===== src/rtl/reg_dump_pkg.sv =====
// reg_dump_pkg: shared definitions for the register dump block.
// The PAR state and the 11-bit frame length apply only when
// REG_DUMP_PARITY_EN is defined.
package reg_dump_pkg;

  localparam int BYTE_W         = 8;
  localparam int FRAME_BITS     = 10;
  localparam int FRAME_BITS_PAR = 11;

`ifdef REG_DUMP_PARITY_EN
  localparam int FRAME_LEN = FRAME_BITS_PAR;
`else
  localparam int FRAME_LEN = FRAME_BITS;
`endif

  // Bit-level frame states. LOAD is the sequencer's register-fetch cycle,
  // during which the byte transmitter sits in IDLE with the line high.
  typedef enum logic [2:0] {
    IDLE,
    LOAD,
    START,
    DATA,
`ifdef REG_DUMP_PARITY_EN
    PAR,
`endif
    STOP
  } state_t;

  // Register/byte sequencer states.
  typedef enum logic [1:0] {
    SEQ_IDLE,
    SEQ_LOAD,
    SEQ_LOW,
    SEQ_HIGH
  } seq_t;

  function automatic logic even_parity(input logic [BYTE_W-1:0] b);
    return ^b;
  endfunction

endpackage


===== src/rtl/uart_byte_tx.sv =====
// uart_byte_tx: sends one 8-bit frame (start, 8 data bits LSB first,
// optional even parity when REG_DUMP_PARITY_EN is defined, stop).
// A load strobe starts a frame; the byte is captured at the end of the
// start bit, so the caller only needs byte_in stable by then. A load on
// the last stop cycle chains the next frame with no idle gap.
module uart_byte_tx
  import reg_dump_pkg::*;
#(
  parameter int CLKS_PER_BIT = 4
) (
  input  logic              clk,
  input  logic              reset,
  input  logic              load,
  input  logic [BYTE_W-1:0] byte_in,
  output logic              tx,
  output logic              byte_done
);

  localparam int CNT_W = (CLKS_PER_BIT > 1) ? $clog2(CLKS_PER_BIT) : 1;
  localparam logic [CNT_W-1:0] CNT_MAX = CNT_W'(CLKS_PER_BIT - 1);

  state_t            state;
  state_t            state_next;
  logic [CNT_W-1:0]  cnt;
  logic [2:0]        bit_idx;
  logic [BYTE_W-1:0] shifter;
  logic              bit_end;
`ifdef REG_DUMP_PARITY_EN
  logic              parity_bit;
`endif

  assign bit_end = (cnt == CNT_MAX);

  // State register.
  always_ff @(posedge clk or negedge reset) begin
    if (!reset) state <= IDLE;
    else        state <= state_next;
  end

  // Next-state logic: each bit lasts CLKS_PER_BIT cycles.
  always_comb begin
    state_next = state;
    case (state)
      IDLE:  if (load) state_next = START;
      START: if (bit_end) state_next = DATA;
`ifdef REG_DUMP_PARITY_EN
      DATA:  if (bit_end && bit_idx == 3'd7) state_next = PAR;
      PAR:   if (bit_end) state_next = STOP;
`else
      DATA:  if (bit_end && bit_idx == 3'd7) state_next = STOP;
`endif
      STOP:  if (bit_end) state_next = load ? START : IDLE;
      default: state_next = IDLE;
    endcase
  end

  // Bit timer, bit index and shift register.
  always_ff @(posedge clk or negedge reset) begin
    if (!reset) begin
      cnt        <= '0;
      bit_idx    <= '0;
      shifter    <= '0;
`ifdef REG_DUMP_PARITY_EN
      parity_bit <= 1'b0;
`endif
    end else begin
      cnt <= (state == IDLE || bit_end) ? '0 : cnt + 1'b1;
      if (state == START && bit_end) begin
        shifter    <= byte_in;
`ifdef REG_DUMP_PARITY_EN
        parity_bit <= even_parity(byte_in);
`endif
      end else if (state == DATA && bit_end) begin
        shifter <= shifter >> 1;
      end
      if (state == DATA) begin
        if (bit_end) bit_idx <= bit_idx + 1'b1;
      end else begin
        bit_idx <= '0;
      end
    end
  end

  // Line level and end-of-frame strobe.
  always_comb begin
    tx        = 1'b1;
    byte_done = 1'b0;
    case (state)
      START: tx = 1'b0;
      DATA:  tx = shifter[0];
`ifdef REG_DUMP_PARITY_EN
      PAR:   tx = parity_bit;
`endif
      STOP:  byte_done = bit_end;
      default: tx = 1'b1;
    endcase
  end

endmodule


===== src/rtl/reg_dump.sv =====
// reg_dump: on start, reads registers FIRST_REG..LAST_REG and sends each
// one as two serial frames (low byte, then high byte).
// Define REG_DUMP_PARITY_EN to add an even-parity bit to every frame.
// Only DATA_W = 16 is supported.
module reg_dump
  import reg_dump_pkg::*;
#(
  parameter int FIRST_REG    = 1,
  parameter int LAST_REG     = 5,
  parameter int CLKS_PER_BIT = 4,
  parameter int DATA_W       = 16,
  parameter int ADDR_W       = 4
) (
  input  logic              clk,
  input  logic              reset,
  input  logic              start,
  output logic [ADDR_W-1:0] rf_addr,
  input  logic [DATA_W-1:0] rf_data,
  output logic              tx,
  output logic              busy,
  output logic              done
);

  localparam logic [ADDR_W-1:0] ADDR_FIRST = ADDR_W'(FIRST_REG);
  localparam logic [ADDR_W-1:0] ADDR_LAST  = ADDR_W'(LAST_REG);

  seq_t              seq;
  seq_t              seq_next;
  logic [DATA_W-1:0] hold;
  logic              byte_load;
  logic [BYTE_W-1:0] byte_sel;
  logic              byte_done;
  logic              last_reg;

  assign last_reg = (rf_addr == ADDR_LAST);

  // Sequencer state register.
  always_ff @(posedge clk or negedge reset) begin
    if (!reset) seq <= SEQ_IDLE;
    else        seq <= seq_next;
  end

  // Sequencer next state: fetch, low frame, high frame, then next register or idle.
  always_comb begin
    seq_next = seq;
    case (seq)
      SEQ_IDLE: if (start) seq_next = SEQ_LOAD;
      SEQ_LOAD: seq_next = SEQ_LOW;
      SEQ_LOW:  if (byte_done) seq_next = SEQ_HIGH;
      SEQ_HIGH: if (byte_done) seq_next = last_reg ? SEQ_IDLE : SEQ_LOAD;
      default:  seq_next = SEQ_IDLE;
    endcase
  end

  // Sequencer outputs: busy flag, frame start strobes and byte selection.
  always_comb begin
    busy      = (seq != SEQ_IDLE);
    byte_load = (seq == SEQ_LOAD) || (seq == SEQ_LOW && byte_done);
    byte_sel  = (seq == SEQ_HIGH) ? hold[2*BYTE_W-1:BYTE_W] : hold[BYTE_W-1:0];
  end

  // Register address, snapshot of the register value, and completion pulse.
  always_ff @(posedge clk or negedge reset) begin
    if (!reset) begin
      rf_addr <= ADDR_FIRST;
      hold    <= '0;
      done    <= 1'b0;
    end else begin
      done <= 1'b0;
      if (seq == SEQ_LOAD) hold <= rf_data;
      if (seq == SEQ_HIGH && byte_done) begin
        if (last_reg) begin
          rf_addr <= ADDR_FIRST;
          done    <= 1'b1;
        end else begin
          rf_addr <= rf_addr + 1'b1;
        end
      end
    end
  end

  uart_byte_tx #(
    .CLKS_PER_BIT(CLKS_PER_BIT)
  ) u_tx (
    .clk      (clk),
    .reset    (reset),
    .load     (byte_load),
    .byte_in  (byte_sel),
    .tx       (tx),
    .byte_done(byte_done)
  );

endmodule


===== config.mk =====
export PLATFORM = sky130hd
export DESIGN_NAME = reg_dump
export DESIGN_NICKNAME = d
export VERILOG_FILES = /design/src/rtl/reg_dump_pkg.sv /design/src/rtl/uart_byte_tx.sv /design/src/rtl/reg_dump.sv
export SDC_FILE = /design/constraint.sdc
export NUM_CORES = 1
export LEC_CHECK = 0
export ABC_AREA = 1
export CORE_AREA = 2 2 73 75
export CTS_BUF_LIST = sky130_fd_sc_hd__clkbuf_16
export DETAILED_ROUTE_END_ITERATION = 6
export DIE_AREA = 0 0 75 77
export GPL_ROUTABILITY_DRIVEN = 0
export HOLD_SLACK_MARGIN = 0.05
export PLACE_DENSITY = 0.7
export SYNTH_ARGS = -nofsm -noshare
export SYNTH_HDL_FRONTEND = slang
export SYNTH_SLANG_ARGS = --single-unit

===== constraint.sdc =====
create_clock -name clk -period 1.62 [get_ports clk]
set_clock_uncertainty 0.05 [all_clocks]
set_input_delay 0.324 -clock clk [delete_from_list [all_inputs] [get_ports clk]]
set_output_delay 0.324 -clock clk [all_outputs]
set_load 0.01 [all_outputs]

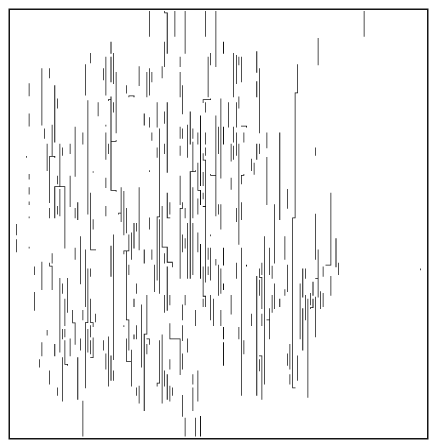
run_1/met2.png
- longest straight run: 30.6 um
- share of all routed wire: 45%
- main direction: vertical
- nets with wire on the layer: 219
- wire length on this layer: 1570 um
Post-Route WL: 3490 um
GR Util met2: 18.9%

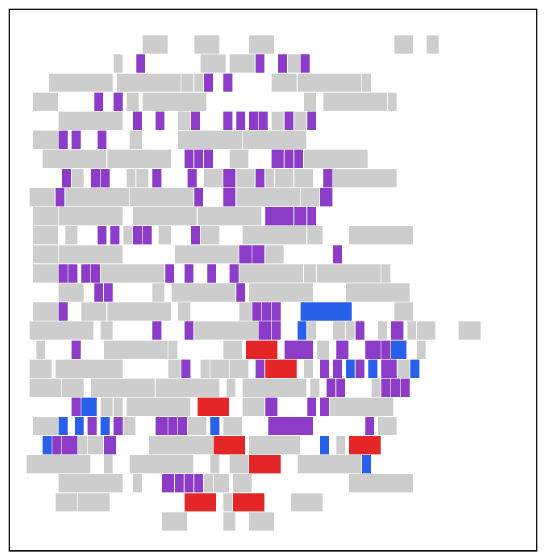
run_1/gate_families.png
- purple: NAND gates (cells 104)
- blue: NOR gates (cells 14)
- red: adder and majority cells (cells 8; where bottom center)
Post-Layout Cell Count: 343
most common cell after layout, fill and taps aside: nand2_1
logic gate fraction of the total cell area: 33.9%

==> metrics.csv, run 1 <==
metric;value;unit
portBuffers;25;
status;finished clean;
synth_flops;39;
drive_gt1_share;13.6;%
drv_slew;0;
cp_data_arrival_time;1.18;ns
crit_path_end_kind;output pin;
area_growth;26.7;%
pre_cts_ws;0.0402;ns
clkCellAreaFrac;5.68;%
ctsHoldBuffers;0;
seq_cells;39;
io_pins;26;
r2r_cells;8;
crit_chain;clkdlybuf4s50_1;
core;0.00498;mm^2
ff2ff_setup_slack;0.13;ns
ant_nets;0;
cts.sinks;39;
syn-num-nets;263;
intPower;2580;uW
synth_stat.cells;236;
cp-startpoint;rf_addr[2];
final_area;0.00249;mm^2
cp.required;1.25;ns
crit_fanout;3;
buf_share;13.6;%
syn-cell-area;0.00197;mm^2
dpl-instance-area;0.00232;mm^2
slowest_delay;0.54;ns
cts.path.max_buffers;2;
clock-root-buffer;clkbuf_16;
powerSeq;1530;uW
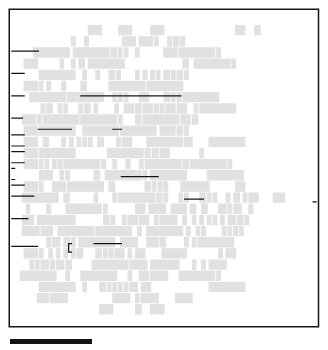
run_1/met3.png
Bar = 20 um.
- wire length on this layer: 106 um
- share of all routed wire: 3.0%
- main direction: horizontal

-- run 1: cells by family after synthesis --
family | after synthesis | synth area share [%]
AND/OR/NAND/NOR | 120 | 27.0
flip-flops | 39 | 49.7
buffers and inverters | 34 | 7.70
AND-OR/OR-AND | 33 | 9.61
adder cells (fa/ha/maj) | 8 | 5.09
XOR/XNOR | 2 | 0.891
-- run 1: registers in the layout, indices dropped and copies added (netlist names) --
name,flops
u_tx.bit_idx,3
u_tx.cnt,2
u_tx.state,3
rf_addr,4
hold,16
done,1
seq,2
u_tx.shifter,8
-- run 1: layer usage --
metal	vias up	track usage (%)	routed length, um
met5	-	0	0
li1	823	-	-
met1	688	19.2	1750
met3	6	3.29	105
met2	24	18.9	1570
met4	0	5.54	55
-- run 1: how the worst min path moves through the flow --
| stage | slack, ns | to | start | cells past startpoint |
|---|---|---|---|---|
| floorplan | -0.02 | done | reset | 0 |
| global placement | 0.36 | hold[11] | reset | 2 |
| global route | 0.09 | hold[12] | reset | 2 |
| CTS | 0.07 | hold[11] | reset | 2 |
| finish | 0.04 | hold[11] | reset | 2 |
| detailed placement | 0.36 | hold[11] | reset | 2 |
-- run 1: cells in the final DEF (no fill, tap or decap), types with 5 or more instances in the layout --
master,n
nand3_1,14
ha_1,8
clkbuf_16,5
o211ai_1,9
buf_4,10
nand2_1,84
clkdlybuf4s50_1,19
o21ai_0,22
inv_2,5
dfrtp_1,38
nor2_1,11
inv_1,21
-- run 1: through the flow --
step	util (%)	hold WS, ns
after floorplan	-	-0.0216
after global placement	46.7	0.364
after detailed placement	46.7	0.359
after CTS	49.4	0.0660
after global routing	50.1	0.0914
final	50.1	0.0410
-- run 1: repair_timing --
item,in CTS,in global routing
resized,4,5
buffers inserted,0,3
setup endpoints to repair,3,9
hold endpoints to repair,0,0
==> run 2, diff against run 1 <==
--- a/config.mk
+++ b/config.mk
@@ -13,6 +13,7 @@
 export GPL_ROUTABILITY_DRIVEN = 0
 export HOLD_SLACK_MARGIN = 0.05
 export PLACE_DENSITY = 0.7
+export SLEW_MARGIN = 20
 export SYNTH_ARGS = -nofsm -noshare
 export SYNTH_HDL_FRONTEND = slang
 export SYNTH_SLANG_ARGS = --single-unit
==> run 2 against run 1 <==
Total power is the same. Die size is the same. Combinational power is essentially flat. Sequential share of layout area is the same. Non-clock buffer count is the same. Setup slack is the same. Clock power is essentially flat. Sequential power is essentially flat. Global-route usage is the same. Routed wire length is the same. First-iteration DRC count is the same. Design area is the same. Critical path type unchanged.
==> metrics.csv, run 2 <==
metric;value;unit
status;finished clean;
pre_cts_ws;0.0402;ns
crit_chain;clkdlybuf4s50_1;
crit_path_end_kind;output pin;
rows;26;
clock-root-buffer;clkbuf_16;
cts_tree;yes;
r2r_cells;8;
htree_levels;2;
period_used_share;95.9;%
ff2ff_setup_slack;0.13;ns
drive_gt1_share;13.6;%
largest_register_ffs;16;
syn-num-nets;263;
dpl-instance-area;0.00232;mm^2
postSynthSeqShare;49.7;%
slowest_delay;0.54;ns
cp_data_arrival_time;1.18;ns
crit_fanout;3;
lay_top_cells;84 x nand2_1, 38 x dfrtp_1, 22 x o21ai_0;
synth_top_area_share;48.4;%
regMostFlops;hold;
final_area;0.00249;mm^2
syn-cell-area;0.00197;mm^2
path_buffers;1;
hold_slack;0.0410;ns
io_pins;26;
cts.sinks;39;
cp-startpoint;rf_addr[2];
power_switching;1530;uW
r2r_end;u_tx.shifter[0];
utilization;50.1;%
finalNonFillerCells;343;
ctsHoldBuffers;0;
ant_nets;0;
drv_slew;0;
top_regs;hold (16), u_tx.shifter (8), rf_addr (4);
core;0.00498;mm^2
synth_flops;39;
area_growth;26.7;%
drt-total-wl;3490;um
intPower;2580;uW
cp.required;1.25;ns
synth_stat.cells;236;
lay_top_count;nand2_1;
cts.path.max_buffers;2;
## run 2: logic make-up (layout without fill, tap and decap cells)
group	Yosys count	in the layout	share of synthesized area, %
AND-OR/OR-AND	33	33	9.61
adder cells (fa/ha/maj)	8	8	5.09
XOR/XNOR	2	2	0.891
buffers and inverters	34	71	7.70
AND/OR/NAND/NOR	120	120	27.0
flip-flops	39	39	49.7
## run 2: timing repair
| action | CTS | global route |
|---|---|---|
| hold endpoints to repair | 0 | 0 |
| setup buffers | 0 | 3 |
| endpoints found under the setup margin | 3 | 9 |
| resized | 4 | 5 |
## run 2: how the worst min path moves through the flow
stage / startpoint / to / slack, ns / cells after the start
floorplan: reset / done / -0.02 / 0
global placement: reset / hold[11] / 0.36 / 2
detailed placement: reset / hold[11] / 0.36 / 2
CTS: reset / hold[11] / 0.07 / 2
global route: reset / hold[12] / 0.09 / 2
finish: reset / hold[11] / 0.04 / 2
## run 2: routing by layer
layer  GRT usage, %  share of wire, %
met5              0                 0
met4           5.54               1.6
met3           3.29               3.0
met2           18.9                45
met1           19.2                50
## run 2: area by class of cell
| type | count | area [um^2] | area share [%] |
|---|---|---|---|
| clock inverter | 3 | 16.3 | 0.653 |
| clock buffer | 5 | 125 | 5.02 |
| multi-input combinational | 163 | 843 | 33.9 |
| sequential | 39 | 977 | 39.2 |
| timing repair buffer | 36 | 338 | 13.6 |
| tap | 70 | 87.6 | 3.52 |
| inverter | 27 | 104 | 4.17 |
## run 2: power groups by stage
| stage | sequential, uW | clock [uW] | combinational, uW |
|---|---|---|---|
| after CTS | 1530 | 951 | 1630 |
| after global placement | 1520 | 0 | 1620 |
| after detailed placement | 1540 | 0 | 1650 |
| after floorplan | 1510 | 0 | 1180 |
| final | 1530 | 922 | 1660 |
| after global routing | 1570 | 1010 | 1910 |
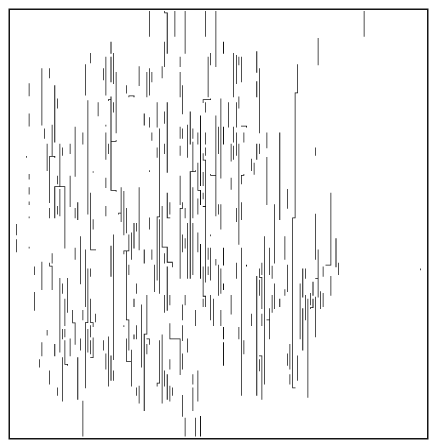
run_2/met2.png
- main direction: vertical
- longest straight run: 30.6 um
- nets with wire on the layer: 219

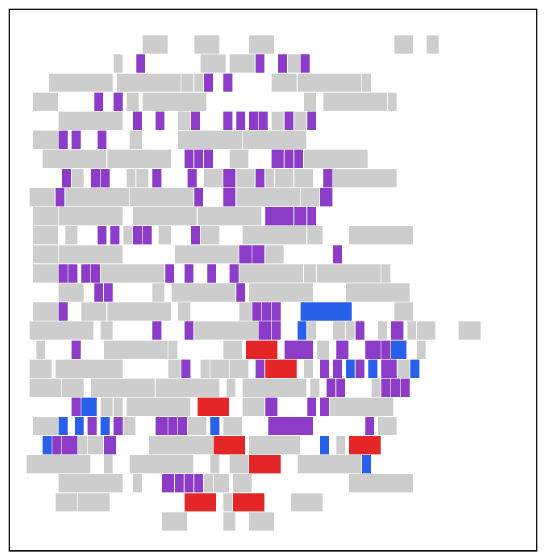
run_2/gate_families.png
- purple: NAND gates (cells 104)
- red: adder and majority cells (cells 8; where bottom center)
- blue: NOR gates (cells 14)

==> run 3, diff against run 2 <==
--- a/config.mk
+++ b/config.mk
@@ -12,8 +12,9 @@
 export DIE_AREA = 0 0 75 77
 export GPL_ROUTABILITY_DRIVEN = 0
 export HOLD_SLACK_MARGIN = 0.05
-export PLACE_DENSITY = 0.7
+export PLACE_DENSITY = 0.69
 export SLEW_MARGIN = 20
 export SYNTH_ARGS = -nofsm -noshare
 export SYNTH_HDL_FRONTEND = slang
+export SYNTH_HIERARCHICAL = 1
 export SYNTH_SLANG_ARGS = --single-unit
==> run 3 against run 2 <==
Register-to-register slack worse by 0.03 ns. Total power is 9.1% higher. Global-route usage is 1.4 points higher. Design area is 3.8% higher. Sequential share of layout area is 1.4 points lower. Combinational power is 21% higher. Synthesized cell count is 6.8% lower.
==> metrics.csv, run 3 <==
metric;value;unit
syn-cell-area;0.00196;mm^2
slowest_delay;0.54;ns
hold_slack;0.381;ns
met1_usage;18.6;%
holdPathStages;1;
largest_register_ffs;16;
holdPathEnd;u_tx/cnt[0];
min_from;u_tx/cnt[0];
ys_sh_mux;5.68;%
clock-root-buffer;clkbuf_16;
cts.path.max_buffers;2;
cts.sinks;39;
postSynthSeqShare;49.8;%
drive_gt1_share;19.9;%
cp.required;1.25;ns
synth_flops;39;
area_growth;31.8;%
drt-total-wl;3700;um
crit_chain;clkdlybuf4s50_1;
utilization;51.9;%
core;0.00498;mm^2
status;finished clean;
==> run 3: cell type report <==
| cell class | instances | area (um^2) |
|---|---|---|
| fill | 447 | 2390 |
| sequential | 39 | 977 |
| multi-input combinational | 145 | 856 |
| timing repair buffer | 46 | 418 |
| clock buffer | 5 | 125 |
| inverter | 29 | 109 |
| tap | 70 | 87.6 |
| clock inverter | 3 | 12.5 |
==> run 3: routing by layer <==
layer	share of wire (%)	vias to the layer above
li1	-	791
met1	44	717
met2	50	31
met3	4.2	8
met4	2.3	0
met5	0	-
==> run 3: timing repair <==
item | in CTS | in global routing
hold endpoints to repair | 18 | 0
buffers inserted | 2 | 0
endpoints found under the setup margin | 5 | 17
cloned | 0 | 0
hold buffers | 1 | 0
pin swaps | 0 | 1
gates resized | 5 | 16
==> run 3: logic make-up after synthesis <==
logic type,Yosys count
AOI/OAI and AO/OA,41
xor gates and xnor gates,2
muxes,9
adders and majority gates,9
and+or+nand+nor,84
DFF,39
buffers and inverters,36
==> run 3: power by group through the flow <==
stage,logic (uW),clock network (uW),registers [uW]
after floorplan,1330,0,1530
after global placement,1910,0,1560
after detailed placement,1950,0,1560
after CTS,1970,937,1540
after global routing,2300,980,1590
final,2010,918,1550
==> run 3: through the flow <==
stage / setup TNS (ns) / cells / area, um^2 / setup slack (ns)
3_3_place_gp: 0 / 326 / 2400 / 0.0359
5_1_grt: -0.0380 / 337 / 2580 / -0.0380
3_5_place_dp: 0 / 326 / 2400 / 0.0204
4_1_cts: 0 / 337 / 2560 / 0.0103
6_report: 0 / 337 / 2580 / 0.0671
2_1_floorplan: 0 / 220 / 1960 / 0.0257
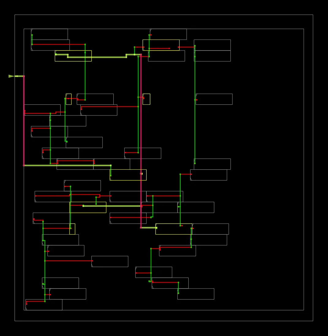
run_3/final_clocks.png
Latency at later pin: 0.28 ns
Flops: 39
clk pwr: 918 uW
clock buffer count from CTS: 5

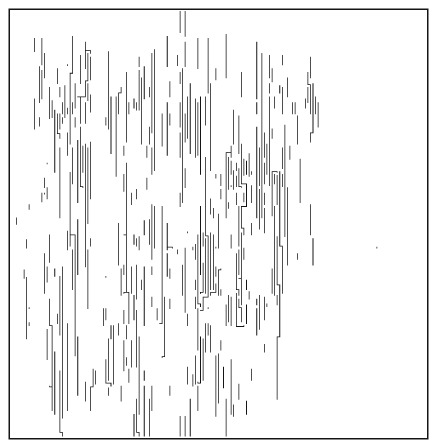
run_3/met2.png
- wire length on this layer: 1840 um
- nets with wire on the layer: 235
- longest straight run: 29.6 um
GR Util met2: 23.9%
DR vias: 1547

Power figures rest on the tool's default switching activity, not on a simulated workload.
